$ cat src/rtl/bitonic_sort_param_pkg.sv
// Shared defaults, derived point-RAM geometry, FSM encoding and the pair
// address helper used by the parameterised bitonic sorter.
package bitonic_defines;

    localparam int DEF_LOG2_N        = 5;
    localparam int DEF_KEY_W         = 16;
    localparam int DEF_PAY_W         = 16;
    localparam int PT_RAM_ADDR_BITS  = DEF_LOG2_N;
    localparam int PT_RAM_DATA_WIDTH = DEF_KEY_W + DEF_PAY_W;

    typedef enum logic [1:0] {
        ST_IDLE = 2'd0,
        ST_RUN  = 2'd1,
        ST_NEXT = 2'd2,
        ST_DONE = 2'd3
    } state_t;

    // Lower address of pair p in pass j: p with a zero spliced in at bit j.
    function automatic int unsigned pair_lo(input int unsigned p, input int unsigned j);
        int unsigned low_mask;
        low_mask = (32'd1 << j) - 32'd1;
        return ((p >> j) << (j + 32'd1)) | (p & low_mask);
    endfunction

endpackage

$ cat src/rtl/bitonic_cmp_swap.sv
// Compare-exchange of one word pair: the lo word leaves combinationally with the
// second read, the partner word is registered for the following write cycle.
module bitonic_cmp_swap #(
    parameter int KEY_W = 16,
    parameter int PAY_W = 16
) (
    input  logic                   clk,
    input  logic                   rst,
    input  logic                   load_a,
    input  logic                   load_b,
    input  logic                   dir,
    input  logic [KEY_W+PAY_W-1:0] in_dat,
    output logic [KEY_W+PAY_W-1:0] lo_dat,
    output logic [KEY_W+PAY_W-1:0] hi_dat
);

    localparam int W = KEY_W + PAY_W;

    logic [W-1:0]     a_q, a_d;
    logic [W-1:0]     hi_q, hi_d;
    logic [KEY_W-1:0] key_a, key_b;
    logic             swap;

    always_comb begin
        key_a  = a_q[W-1:PAY_W];
        key_b  = in_dat[W-1:PAY_W];
        // Strict compare so equal keys keep their places.
        swap   = dir ? (key_b > key_a) : (key_a > key_b);
        lo_dat = swap ? in_dat : a_q;
        a_d    = load_a ? in_dat : a_q;
        hi_d   = load_b ? (swap ? a_q : in_dat) : hi_q;
    end

    always_ff @(posedge clk) begin
        if (!rst) begin
            a_q  <= '0;
            hi_q <= '0;
        end else begin
            a_q  <= a_d;
            hi_q <= hi_d;
        end
    end

    assign hi_dat = hi_q;

endmodule

$ cat src/rtl/bitonic_sort_param.sv
// In-place bitonic sort over a simple dual-port RAM; each pass streams N reads
// then N writes two cycles behind, N+2 cycles per pass, no backpressure.
module bitonic_sort_param
    import bitonic_defines::*;
#(
    parameter int LOG2_N = DEF_LOG2_N,
    parameter int KEY_W  = DEF_KEY_W,
    parameter int PAY_W  = DEF_PAY_W
) (
    input  logic                   clk,
    input  logic                   rst,
    input  logic                   start,
    input  logic                   descending,
    output logic                   busy,
    output logic                   done,
    output logic [LOG2_N-1:0]      ram_addra,
    output logic [KEY_W+PAY_W-1:0] ram_dia,
    output logic                   ram_we,
    output logic [LOG2_N-1:0]      ram_addrb,
    input  logic [KEY_W+PAY_W-1:0] ram_dob,
    output logic [3:0]             stage,
    output logic [3:0]             pass
);

    localparam int              CW     = LOG2_N + 2;
    localparam logic [CW-1:0]   N_C    = CW'(2 ** LOG2_N);
    localparam logic [3:0]      LAST_K = 4'(LOG2_N);

    state_t              state_q, state_d;
    logic [3:0]          stage_q, stage_d;
    logic [3:0]          pass_q, pass_d;
    logic [CW-1:0]       cyc_q, cyc_d;
    logic                desc_q, desc_d;

    logic [CW-1:0]       wr_cyc;
    logic [LOG2_N-1:0]   rd_pair, wr_pair;
    logic [LOG2_N-1:0]   rd_lo, rd_hi, wr_lo, wr_hi;
    logic                rd_en, wr_en, load_a, load_b, dir;
    logic [KEY_W+PAY_W-1:0] lo_dat, hi_dat;

    always_ff @(posedge clk) begin
        if (!rst) begin
            state_q <= ST_IDLE;
            stage_q <= '0;
            pass_q  <= '0;
            cyc_q   <= '0;
            desc_q  <= 1'b0;
        end else begin
            state_q <= state_d;
            stage_q <= stage_d;
            pass_q  <= pass_d;
            cyc_q   <= cyc_d;
            desc_q  <= desc_d;
        end
    end

    // NEXT carries the final hi write of a pass while the counters advance.
    always_comb begin
        state_d = state_q;
        case (state_q)
            ST_IDLE: if (start) state_d = ST_RUN;
            ST_RUN:  if (cyc_q == N_C) state_d = ST_NEXT;
            ST_NEXT: state_d = (stage_q == LAST_K && pass_q == 4'd0) ? ST_DONE : ST_RUN;
            ST_DONE: state_d = ST_IDLE;
            default: state_d = ST_IDLE;
        endcase
    end

    always_comb begin
        stage_d = stage_q;
        pass_d  = pass_q;
        cyc_d   = cyc_q;
        desc_d  = desc_q;
        case (state_q)
            ST_IDLE: begin
                if (start) begin
                    stage_d = 4'd1;
                    pass_d  = 4'd0;
                    cyc_d   = '0;
                    desc_d  = descending;
                end
            end
            ST_RUN:  cyc_d = cyc_q + CW'(1);
            ST_NEXT: begin
                cyc_d = '0;
                if (pass_q != 4'd0) begin
                    pass_d = pass_q - 4'd1;
                end else if (stage_q != LAST_K) begin
                    stage_d = stage_q + 4'd1;
                    pass_d  = stage_q;
                end
            end
            default: begin
                stage_d = 4'd0;
                pass_d  = 4'd0;
            end
        endcase
    end

    always_comb begin
        wr_cyc  = cyc_q - CW'(2);
        rd_pair = LOG2_N'(cyc_q >> 1);
        wr_pair = LOG2_N'(wr_cyc >> 1);
        rd_lo   = LOG2_N'(pair_lo(32'(rd_pair), 32'(pass_q)));
        rd_hi   = rd_lo | LOG2_N'(32'd1 << pass_q);
        wr_lo   = LOG2_N'(pair_lo(32'(wr_pair), 32'(pass_q)));
        wr_hi   = wr_lo | LOG2_N'(32'd1 << pass_q);
        // Bit k of lo falls off the top in the last stage, giving one direction.
        dir     = (((32'(wr_lo) >> stage_q) & 32'd1) != 32'd0) ^ desc_q;
        rd_en   = (state_q == ST_RUN) && (cyc_q < N_C);
        wr_en   = (state_q == ST_RUN || state_q == ST_NEXT) && (cyc_q >= CW'(2));
        load_a  = rd_en && cyc_q[0];
        load_b  = wr_en && !cyc_q[0];
    end

    bitonic_cmp_swap #(
        .KEY_W (KEY_W),
        .PAY_W (PAY_W)
    ) u_cmp_swap (
        .clk    (clk),
        .rst    (rst),
        .load_a (load_a),
        .load_b (load_b),
        .dir    (dir),
        .in_dat (ram_dob),
        .lo_dat (lo_dat),
        .hi_dat (hi_dat)
    );

    always_comb begin
        busy      = (state_q == ST_RUN) || (state_q == ST_NEXT);
        done      = (state_q == ST_DONE);
        ram_we    = wr_en;
        ram_addrb = rd_en ? (cyc_q[0] ? rd_hi : rd_lo) : '0;
        ram_addra = wr_en ? (cyc_q[0] ? wr_hi : wr_lo) : '0;
        ram_dia   = wr_en ? (cyc_q[0] ? hi_dat : lo_dat) : '0;
        stage     = busy ? stage_q : 4'd0;
        pass      = busy ? pass_q : 4'd0;
    end

endmodule

$ cat config.mk
export PLATFORM = sky130hd
export DESIGN_NAME = bitonic_sort_param
export DESIGN_NICKNAME = d
export VERILOG_FILES = /design/src/rtl/bitonic_sort_param_pkg.sv /design/src/rtl/bitonic_cmp_swap.sv /design/src/rtl/bitonic_sort_param.sv
export SDC_FILE = /design/constraint.sdc
export NUM_CORES = 1
export LEC_CHECK = 0
export CAP_MARGIN = 10
export CORE_UTILIZATION = 50
export DETAILED_ROUTE_END_ITERATION = 10
export DONT_BUFFER_PORTS = 1
export PLACE_DENSITY = 0.65
export SLEW_MARGIN = 5
export SYNTH_ARGS = -nofsm -noshare
export SYNTH_HDL_FRONTEND = slang
export SYNTH_HIERARCHICAL = 1
export SYNTH_SLANG_ARGS = --single-unit
$ cat constraint.sdc
create_clock -name clk -period 5.06 [get_ports clk]
set_input_delay 1.012 -clock clk [delete_from_list [all_inputs] [get_ports clk]]
set_output_delay 1.012 -clock clk [all_outputs]
set_load 0.02 [all_outputs]
==> images/cell_classes.png <==
Scale: 4 px per um.
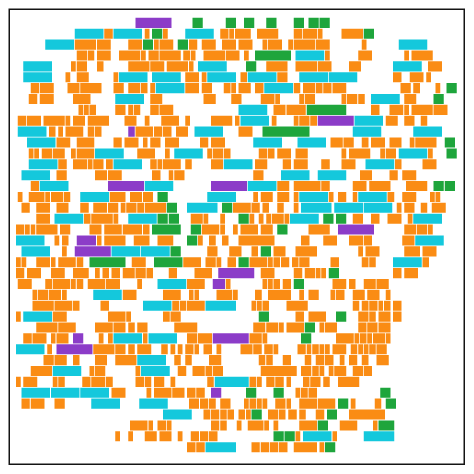
Cyan shows flops, cells 82, share of their area 24%. Purple shows clock drivers and dummy loads, cells 14, share of their area 3.9%. Orange shows all other logic, cells 601, share of their area 64%. Green shows other buffers and delay cells, cells 56, share of their area 7.7%.
Final Util: 0.5858
row count: 40
fin area: 0.007066 sq mm
flop share of the area: 0.2338

==> images/wire_density.png <==
Scale: 3 px per um. The die is cut into 23 by 23 equal tiles; dark purple is low, yellow is high, scaled to the fullest tile. Values are wire area over tile area, all layers added.
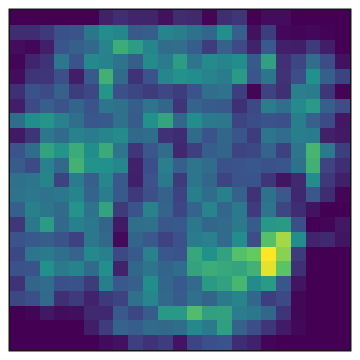
The mean over all tiles is 0.22. 9.5% of the tiles are over half the peak. 12% of the tiles are nearly empty. The fullest tile reaches 0.79.
Routed wire per std cell: 19.15 um
total wire length: 17,640 um

==> images/drive_strength.png <==
Scale: 2 px per um.
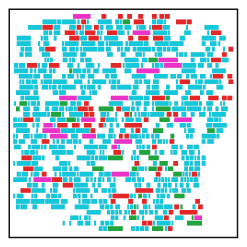
Green shows drive 2, cells 34, share 4.5%, most used dfxtp_2. Magenta shows drive 6 and up, cells 18, share 2.4%, most used clkbuf_16. Red shows drive 3 to 4, cells 91, share 12%, most used buf_4. Cyan shows drive 1 or less, cells 610, share 81%, most used nor2_1.

==> images/met3.png <==
Scale: 3 px per um. Cells faint in the background.
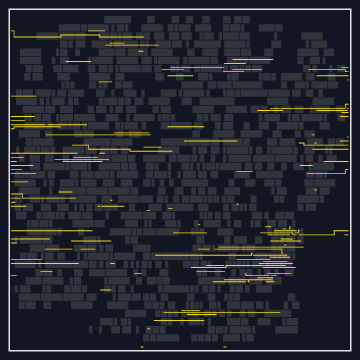
85 nets have wire on it. The layer carries 1,120 um of wire.
met3 Use GR: 0.05632
DR vias: 5,654

==> cells in the final DEF, fill, tap and decap left out, drive strengths merged, types with 4 or more instances in the layout <==
cell type	n
a2111oi	32
a211oi	36
a21oi	26
a31oi	10
and2	13
and4	4
buf	53
clkbuf	12
dfxtp	82
ha	35
inv	34
mux2	32
mux2i	68
nand2	34
nand2b	6
nand3	15
nand4	4
nor2	94
nor2b	35
nor3	7
o211ai	5
o21ai	46
o22ai	4
or3	5
xnor2	9
xor2	7
==> kinds of logic (layout without fill, tap and decap cells) <==
group,Yosys count,count (layout),share of synthesized area
AND/OR/NAND/NOR,229,229,0.1830
adder cells (fa/ha/maj),35,35,0.07061
flip-flops,82,82,0.2647
buffers and inverters,97,104,0.06738
multiplexers,100,100,0.1848
XOR/XNOR,16,16,0.02260
AND-OR/OR-AND,187,187,0.2070
==> results.toml <==
# yosys + openroad results
[layout]
flops = 82
n_all_buffers = 56
buffer_area_frac = 0.07491
antenna_cells = 0
regArea_sq_mm = 0.001652
largest_cell_class = "combinational gates"
sh_comb_area = 0.6053
comb_cells = 567
instances_no_fill = 921
comb_area_sq_mm = 0.004277
area_growth_pct = 13.92
final-clk-cell-share = 0.03790
fill_cells = 1076
clockBufferCount = 10

[yosys]
top_cell = "nor2_1"
synth_warnings = 6
top_cell_area_share = 0.2647
syn_avg_cell_area_sq_um = 8.314
synth_seq_share = 0.2647
top_cells_by_area = "dfxtp_1 (26%), mux2i_1 (11%), ha_1 (7.1%)"
synth-edff-count = 0
numSynthFlops = 82
async_flop_share = 0
top_cells_by_count = "nor2_1 (93), dfxtp_1 (82), mux2i_1 (68)"
floorplan.nets = 817
syn_area_sq_mm = 0.006202

[detailed_routing]
route.detailed.drc = 0
drt_pass1_iterations = 5
dr_wl_met3_um = 1121
highest_layer = "met4"
drtIter0Drc = 413
ant_nets = 0
wl_met1_um = 7670

[power]
finalPower_uw = 3842
p_int_uw = 2197
p_clk_frac = 0.161
power_density_mw_per_mm2 = 543.8
power_leader = "combinational cells"
p_leak_uw = 0.002673
ir_worst_vdd_mv = 0.3410
powerClk_uw = 619
netSwitchingPower_uw = 1646
p_comb_frac = 0.632

[global_route]
grt_pass1_vias = 5510
met1_usage = 0.3438
grt_max_degree = 72
antenna_found_initial = 0
grt_first_pass_wirelength_um = 28080
top_usage_layer = "met2"
grtUsageMet2 = 0.4544
grt-ovfl-total = 0
grtUsageTotal = 0.2733

[timing]
slew_viol_final = 0
whs_ns = 0.4946
max-slew-margin-rel = 0.4528
skew_ns = 0.006190
final.min_clock_period_ns = 4.998
fin_tns_setup_ns = 0
setup_viol = 0
hold_viol_final = 0
period_used_share = 0.9877
tightest_slew_ns = 0.8138

[clocking]
htree_levels = 3
clock.latency.late_pin_ns = 0.35
clockBufferDepth = 2
cts.reportedPaths.clkPinSlew_ns = 0.06
cts_num_sinks = 82
post_cts_buffers = 1
ctsHoldBuffers = 0

[floorplanning]
die_h_um = 113.4
taps = 168
coreArea_sq_mm = 0.01206
die-area_sq_mm = 0.01285
fp.dieW_um = 113.4

[min_path]
worstHoldStart = "desc_q$_SDFFE_PN0P_"
min_to = "desc_q$_SDFFE_PN0P_"

[placement]
place_area_sq_mm = 0.006487
io_buffers = 0
gp_congestion = 0.9396
pre_cts_slack_ns = 0.06361
place_hpwl_um = 11160
dp_cells = 896

[critical_path]
required_ns = 4.05
critPathLaunch = "cyc_q[2]$_SDFFE_PN0P_"
reg2reg_from = "state_q[0]$_SDFFE_PN0P_"
critPathCaptureType = "output port"
reg2reg_depth = 9
worst_setup_path_start_kind = "flip-flop"
critical-path-max-stage-delay_ns = 0.39
cp_max_fo = 6
critPathTopFamily = "AND-OR/OR-AND gates"
reg2reg_to = "u_cmp_swap/hi_dat[27]$_SDFFE_PN0P_"
endpoint = "ram_dia[12]"
crit_path_cell_trace = "inv_4 -> ha_4 -> nor3b_4 -> xnor2_2 -> o221ai_2 -> nand2_1 -> o311a_1 -> or3_1 -> o311a_1 -> xnor2_2 -> buf_4 -> nor2_4 -> a21o_4 -> buf_12 -> mux2_4 -> mux2i_2 -> nor2_1 -> buf_4"

[run_status]
status = "finished, final reports clean"
